$ cat src/rtl/uart_pkg.sv
// Shared UART types and constants: FSM states, parity encodings, oversample timing.
// Parity helper returns the expected parity bit for a data word.
package uart_pkg;

  typedef enum logic [2:0] {
    IDLE,
    START,
    DATA,
    PARITY,
    STOP
  } state_t;

  localparam logic [1:0] PAR_NONE = 2'b00;
  localparam logic [1:0] PAR_EVEN = 2'b10;
  localparam int         OVS      = 16;
  localparam logic [3:0] MID      = 4'd7;

  // Odd parity is any encoding with bit0 set.
  function automatic logic par_expected(input logic [7:0] d, input logic [1:0] ptype);
    return ptype[0] ? ~^d : ^d;
  endfunction

endpackage

$ cat src/rtl/uart_baud_tick.sv
// Oversample tick generator: one-clk tick every DIV clocks, restartable on a start edge.
// Tick is combinational from the counter (zero latency); no backpressure.
module uart_baud_tick #(
  parameter int DIV = 27
) (
  input  logic clk,
  input  logic rst,
  input  logic restart,
  output logic tick
);

  localparam int W = (DIV > 2) ? $clog2(DIV) : 1;

  logic [W-1:0] cnt;

  assign tick = (cnt == W'(DIV - 1));

  always_ff @(posedge clk or posedge rst) begin
    if (rst) begin
      cnt <= '0;
    end else if (restart || tick) begin
      cnt <= '0;
    end else begin
      cnt <= cnt + W'(1);
    end
  end

endmodule

$ cat src/rtl/uart_rx.sv
// UART receiver, 16x oversampled; data_valid pulses ~(1.5 + bits) bit times after the start edge.
// No backpressure: data_out/error flags hold until the next frame. Macro UART_RX_MAJORITY_EN enables 3-sample voting.
module uart_rx
  import uart_pkg::*;
#(
  parameter int DIV = 27
) (
  input  logic       clk,
  input  logic       rst,
  input  logic       rx_in,
  input  logic       data_length,
  input  logic [1:0] parity_type,
  output logic [7:0] data_out,
  output logic       data_valid,
  output logic       parity_error,
  output logic       frame_error,
  output logic       busy
);

  localparam logic [3:0] LAST = 4'(OVS - 1);

  logic       rx_s1, rx_s2, rx_prev;
  logic [1:0] hist;
  state_t     state;
  logic [3:0] smp_cnt;
  logic [2:0] bit_idx;
  logic [7:0] shreg;
  logic       len8_l;
  logic [1:0] pt_l;
  logic       perr_r;
  logic       tick, fall, restart, bit_val;

  assign fall    = rx_prev & ~rx_s2;
  assign restart = (state == IDLE) && fall;

`ifdef UART_RX_MAJORITY_EN
  // Start decision moves one tick later so the vote covers counts 6, 7 and 8;
  // every later bit keeps the same 16-tick spacing and therefore the same window.
  localparam logic [3:0] START_DEC = MID + 4'd1;
  assign bit_val = (hist[0] & hist[1]) | (hist[0] & rx_s2) | (hist[1] & rx_s2);
`else
  localparam logic [3:0] START_DEC = MID;
  assign bit_val = rx_s2;
`endif

  uart_baud_tick #(.DIV(DIV)) u_tick (
    .clk     (clk),
    .rst     (rst),
    .restart (restart),
    .tick    (tick)
  );

  always_ff @(posedge clk or posedge rst) begin
    if (rst) begin
      rx_s1        <= 1'b1;
      rx_s2        <= 1'b1;
      rx_prev      <= 1'b1;
      hist         <= 2'b11;
      state        <= IDLE;
      smp_cnt      <= '0;
      bit_idx      <= '0;
      shreg        <= '0;
      len8_l       <= 1'b0;
      pt_l         <= PAR_NONE;
      perr_r       <= 1'b0;
      data_out     <= '0;
      data_valid   <= 1'b0;
      parity_error <= 1'b0;
      frame_error  <= 1'b0;
      busy         <= 1'b0;
    end else begin
      rx_s1      <= rx_in;
      rx_s2      <= rx_s1;
      rx_prev    <= rx_s2;
      data_valid <= 1'b0;
      if (tick) hist <= {hist[0], rx_s2};

      case (state)
        IDLE: begin
          if (fall) begin
            state   <= START;
            smp_cnt <= '0;
            bit_idx <= '0;
            shreg   <= '0;
            perr_r  <= 1'b0;
            len8_l  <= data_length;
            pt_l    <= parity_type;
            busy    <= 1'b1;
          end
        end
        START: begin
          if (tick) begin
            if (smp_cnt == START_DEC) begin
              smp_cnt <= '0;
              if (bit_val) begin
                state <= IDLE;
                busy  <= 1'b0;
              end else begin
                state <= DATA;
              end
            end else begin
              smp_cnt <= smp_cnt + 4'd1;
            end
          end
        end
        DATA: begin
          if (tick) begin
            smp_cnt <= smp_cnt + 4'd1;
            if (smp_cnt == LAST) begin
              shreg[bit_idx] <= bit_val;
              bit_idx        <= bit_idx + 3'd1;
              if (bit_idx == (len8_l ? 3'd7 : 3'd6))
                state <= (pt_l != PAR_NONE) ? PARITY : STOP;
            end
          end
        end
        PARITY: begin
          if (tick) begin
            smp_cnt <= smp_cnt + 4'd1;
            if (smp_cnt == LAST) begin
              perr_r <= (bit_val != par_expected(shreg, pt_l));
              state  <= STOP;
            end
          end
        end
        STOP: begin
          // Leave at mid-stop so a back-to-back start edge is not missed.
          if (tick) begin
            smp_cnt <= smp_cnt + 4'd1;
            if (smp_cnt == LAST) begin
              data_out     <= shreg;
              parity_error <= perr_r & (pt_l != PAR_NONE);
              frame_error  <= ~bit_val;
              data_valid   <= 1'b1;
              state        <= IDLE;
              busy         <= 1'b0;
            end
          end
        end
        default: begin
          state <= IDLE;
          busy  <= 1'b0;
        end
      endcase
    end
  end

endmodule

$ cat config.mk
export PLATFORM = sky130hd
export DESIGN_NAME = uart_rx
export DESIGN_NICKNAME = d
export VERILOG_FILES = /design/src/rtl/uart_pkg.sv /design/src/rtl/uart_baud_tick.sv /design/src/rtl/uart_rx.sv
export SDC_FILE = /design/constraint.sdc
export NUM_CORES = 1
export LEC_CHECK = 0
export CORE_UTILIZATION = 43
export DETAILED_ROUTE_END_ITERATION = 8
export GPL_ROUTABILITY_DRIVEN = 0
export PLACE_DENSITY = 0.66
export SYNTH_ARGS = -nofsm -noshare
export SYNTH_HDL_FRONTEND = slang
export SYNTH_HIERARCHICAL = 1
export SYNTH_SLANG_ARGS = --single-unit
$ cat constraint.sdc
create_clock -name clk -period 4.1 [get_ports clk]
set_clock_uncertainty 0.05 [all_clocks]
set_input_delay 0.615 -clock clk [delete_from_list [all_inputs] [get_ports clk]]
set_output_delay 0.615 -clock clk [all_outputs]
set_load 0.01 [all_outputs]
Figure 1. Metal 1.
(8 px per µm) Supply wires on this layer in grey.
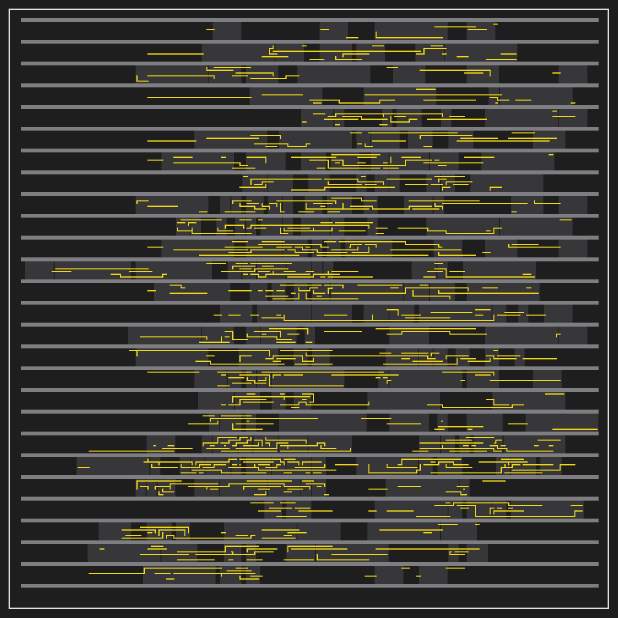
share of all routed wire: 49%
main direction: horizontal
wire length on this layer: 1970 µm
longest straight run: 26.2 µm
nets with wire on the layer: 214
DR vias: 1536
final WL: 4030 µm
GRT met1 Usage: 22.0%

Figure 2. Port wiring.
(4 px per µm)
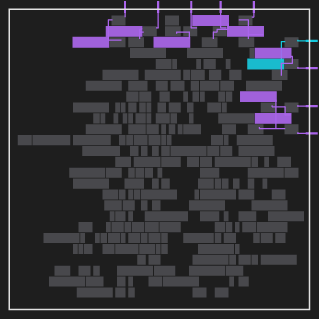
| colour | port | direction | end cells | buffers | wire |
|---|---|---|---|---|---|
| purple | `data_out` | output | 8 | 8 | 91.8 µm |
| cyan | `data_valid` | output | 1 | 1 | 8.40 µm |
PortBufs: 17
# IOs: 18

==> flow_metrics.env <==
# physical design summary
export IMPL_status="finished clean"
export IMPL_grt_busiest_layer="met2"
export IMPL_critPathRequiredTime_ns=4.23
export IMPL_hold_path_class="reg2reg"
export IMPL_met2_usage_pct=24.7
export IMPL_initial_core_util_pct=44.5
export IMPL_syn_nets=220
export IMPL_antenna_found_initial=0
export IMPL_clockBufferDepth=2
export IMPL_grt_pass1_vias=1447
export IMPL_cap_violations=0
export IMPL_hpwlAfterDp_um=2780
export IMPL_path_buffers=2
export IMPL_ys_seq_share_pct=46.4
export IMPL_ys_cells=210
export IMPL_max_stage_delay_ns=0.50
export IMPL_edf_count=0
export IMPL_cp_end_kind="flip-flop"
export IMPL_yosys_top_cells_count="39 x dfrtp_1, 19 x nand2_1, 13 x o21ai_0, 13 x xnor2_1"
export IMPL_via_per_inst=5.22
export IMPL_ys_async_sr_fraction_pct=100
export IMPL_syn_area_mm2=0.00227
export IMPL_syn_avg_cell_area_um2=10.8
export IMPL_max_slew_margin_rel_pct=54.9
export IMPL_top_area_cell="dfrtp_1"
export IMPL_most_common_cell="dfrtp_1"
export IMPL_reg2reg_depth=8
export IMPL_fmax_ghz=0.399
export IMPL_tritoncts="built"
export IMPL_tightest_slew_ns=0.677
export IMPL_setup_viol=0
export IMPL_hold_viol=0
export IMPL_postCtsHoldBufs=0
export IMPL_fin_crit_sh_pct=61.1
export IMPL_cts_buffers=5
export IMPL_core_rowCount=26
export IMPL_leakagePower_uw=0.00111
export IMPL_netlist_area_leader_share_pct=43.0
export IMPL_drive_gt1_share_pct=17.9
export IMPL_die_area_mm2=0.00558
export IMPL_dieWidth_um=74.7
export IMPL_grt_met3_usage_pct=3.75
export IMPL_path_clk_slew_ns=0.08
export IMPL_cpMostUsedCell="inv_1"
export IMPL_drt_initial_drc_count=83
export IMPL_clock_latency_ns=0.29
export IMPL_nFillCells=462
export IMPL_p_per_area_mw_per_mm2=492
export IMPL_yosys_warnings=6
export IMPL_diodes=0
export IMPL_htree_levels=2
export IMPL_ant_nets=0
export IMPL_cpMaxStageDelayCell="and4b_1"
export IMPL_clock_root_buffer="clkbuf_8"
export IMPL_hold_depth=0
export IMPL_firstDrtPassIters=4
export IMPL_yosys_area_mm2=0.00227
export IMPL_grt_max_degree=38
export IMPL_flop_cell="dfrtp_1"
export IMPL_maxSlewViolCount=0
export IMPL_numSynthFlops=42
export IMPL_area_leaders="dfrtp_1 43%, mux2_2 5.9%, xnor2_1 5.0%"
export IMPL_ys_types=57
export IMPL_wire_per_inst_um=13.7
export IMPL_warnings=27
export IMPL_dieHeight_um=74.7
export IMPL_critPathMaxFanout=10
export IMPL_track_usage_pct=16.1
export IMPL_syn_inst=210
export IMPL_crit_path_cell_trace="inv_1 -> ha_1 -> and4b_1 -> inv_1 -> nor3b_1 -> nor3_1 -> nor3b_2 -> mux2_2"
export IMPL_min_period_ns=2.51
export IMPL_cp_arrival_ns=2.64
export IMPL_final_setup_tns_ns=0
export IMPL_rsz0062_at_grt="false"
export IMPL_setup_worst_path_class="reg2reg"
export IMPL_finalPower_uw=1260
export IMPL_start_kind="flip-flop"
export IMPL_drc_errors=0
export IMPL_postCtsSetupBuffers=0
export IMPL_globalRouteOverflowTotal=0
export IMPL_cts_resized_gates=0
export IMPL_grt_pass1_wl_um=6760
export IMPL_critical_path_depth=8
export IMPL_ir_worst_vdd_v=0.000215
export IMPL_cts_sinks=42
export IMPL_crit_family="simple AND/OR/NAND/NOR gates"
export IMPL_layout_nets=233
Figure 3. Drive-strength map.
(4 px per µm)
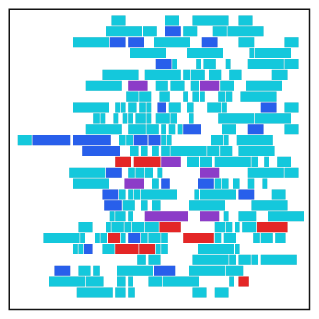
| colour | size | cells | share |
|---|---|---|---|
| red | x3 and x4 | 9 | 4.0% |
| cyan | x1 and smaller | 184 | 82% |
| purple | x6 and larger | 7 | 3.1% |
| blue | x2 | 24 | 11% |
Design Area, Final: 0.00257 mm²
synthesis-to-finish area growth: 13.1%
Final WS setup: 1.59 ns
Non-clk bufs: 18

Figure 4. Placement density heat map.
(4 px per µm) 7 x 7 tiles, from dark blue (low) to red (high), 0 to 100% covered.
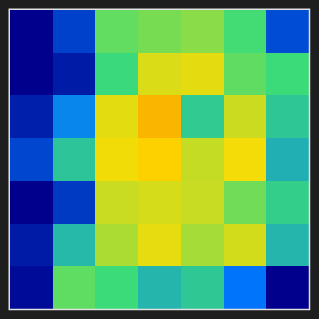
nearly empty tiles: 8.2%
fullest tile: 80%
tiles over 75% full: 4.1%
emptiest ninth of the die: top left
mean over tiles: 45%
final core occ: 50.3%
Core Area: 0.00511 mm²

[final cells by class]
class / count / area [µm²] / area share [%]
timing repair buffer: 18 / 178 / 6.92
sequential: 42 / 1050 / 41.1
inverter: 8 / 30.0 / 1.17
clock inverter: 1 / 30.0 / 1.17
multi-input combinational: 148 / 1100 / 42.9
tap: 70 / 87.6 / 3.41
clock buffer: 7 / 86.3 / 3.36
[layer usage]
layer,routed length (µm),vias to the layer above
li1,-,765
met3,134,6
met4,57,0
met2,1870,28
met5,0,-
met1,1970,737
[worst reg2reg max path: stages (launching register included)]
cell,delay (ns)
dfrtp_1,0.42
inv_1,0.07
ha_1,0.13
and4b_1,0.50
inv_1,0.19
nor3b_1,0.33
nor3_1,0.11
nor3b_2,0.24
mux2_2,0.36
[metrics by stage]
stage	instance area, µm²	setup WS, ns	instances	hold WS (ns)
final	2570	1.59	294	0.308
after global routing	2570	1.39	294	0.314
after CTS	2570	1.63	294	0.308
after detailed placement	2450	1.65	286	0.297
after global placement	2450	1.74	286	0.296
after floorplan	2270	2.07	210	0.295
[placed cells by master, fill, tap and decap left out, types with 2 or more instances in the layout]
cell,instances
dfrtp_1,39
nand2_1,19
clkdlybuf4s50_1,17
o21ai_0,13
xnor2_1,13
nor2_1,12
mux2_2,12
nand3_1,9
inv_1,8
nor3_1,6
mux2i_1,6
a21oi_1,6
clkbuf_8,6
ha_1,4
nand4_1,3
dfstp_2,3
nor2_2,2
mux2_1,2
a31oi_1,2
a22o_1,2
and4_1,2
o21bai_1,2
nor4_4,2
[cells by family (layout without fill, tap and decap cells)]
family                     after synthesis  after routing  share of synthesized area [%]
and+or+nand+nor                         71             71                           19.1
DFF                                     42             42                           46.4
AOI/OAI and AO/OA                       38             38                           11.6
muxes                                   21             21                           10.2
buffers and inverters                   20             34                           5.07
xor gates and xnor gates                14             14                           5.40
adders and majority gates                4              4                           2.20
[state kept, by name (all words and copies together), names as in the netlist]
signal	cells
len8_l	1
data_out	8
parity_error	1
data_valid	1
pt_l	2
shreg	8
u_tick/cnt	5
perr_r	1
rx_prev	1
busy	1
frame_error	1
rx_s1	1
smp_cnt	4
bit_val	1
state	3
bit_idx	3
[path summary, 6_finish.rpt]
| kind | start | end | slack [ns] |
|---|---|---|---|
| worst max-delay path | u_tick/cnt[0] | state[2] | 1.59 |
| worst min-delay path | rx_s1 | bit_val | 0.31 |
| worst max register to register | u_tick/cnt[0] | state[2] | 1.59 |
| worst min register to register | rx_s1 | bit_val | 0.31 |
| max in group asynchronous | rst | bit_val | 2.92 |
| min in group asynchronous | rst | u_tick/cnt[2] | 0.51 |
[power by group]
part	switching (µW)	internal (µW)	total (µW)
clock network	139	199	338
logic	170	171	341
registers	102	483	585
total	412	852	1260
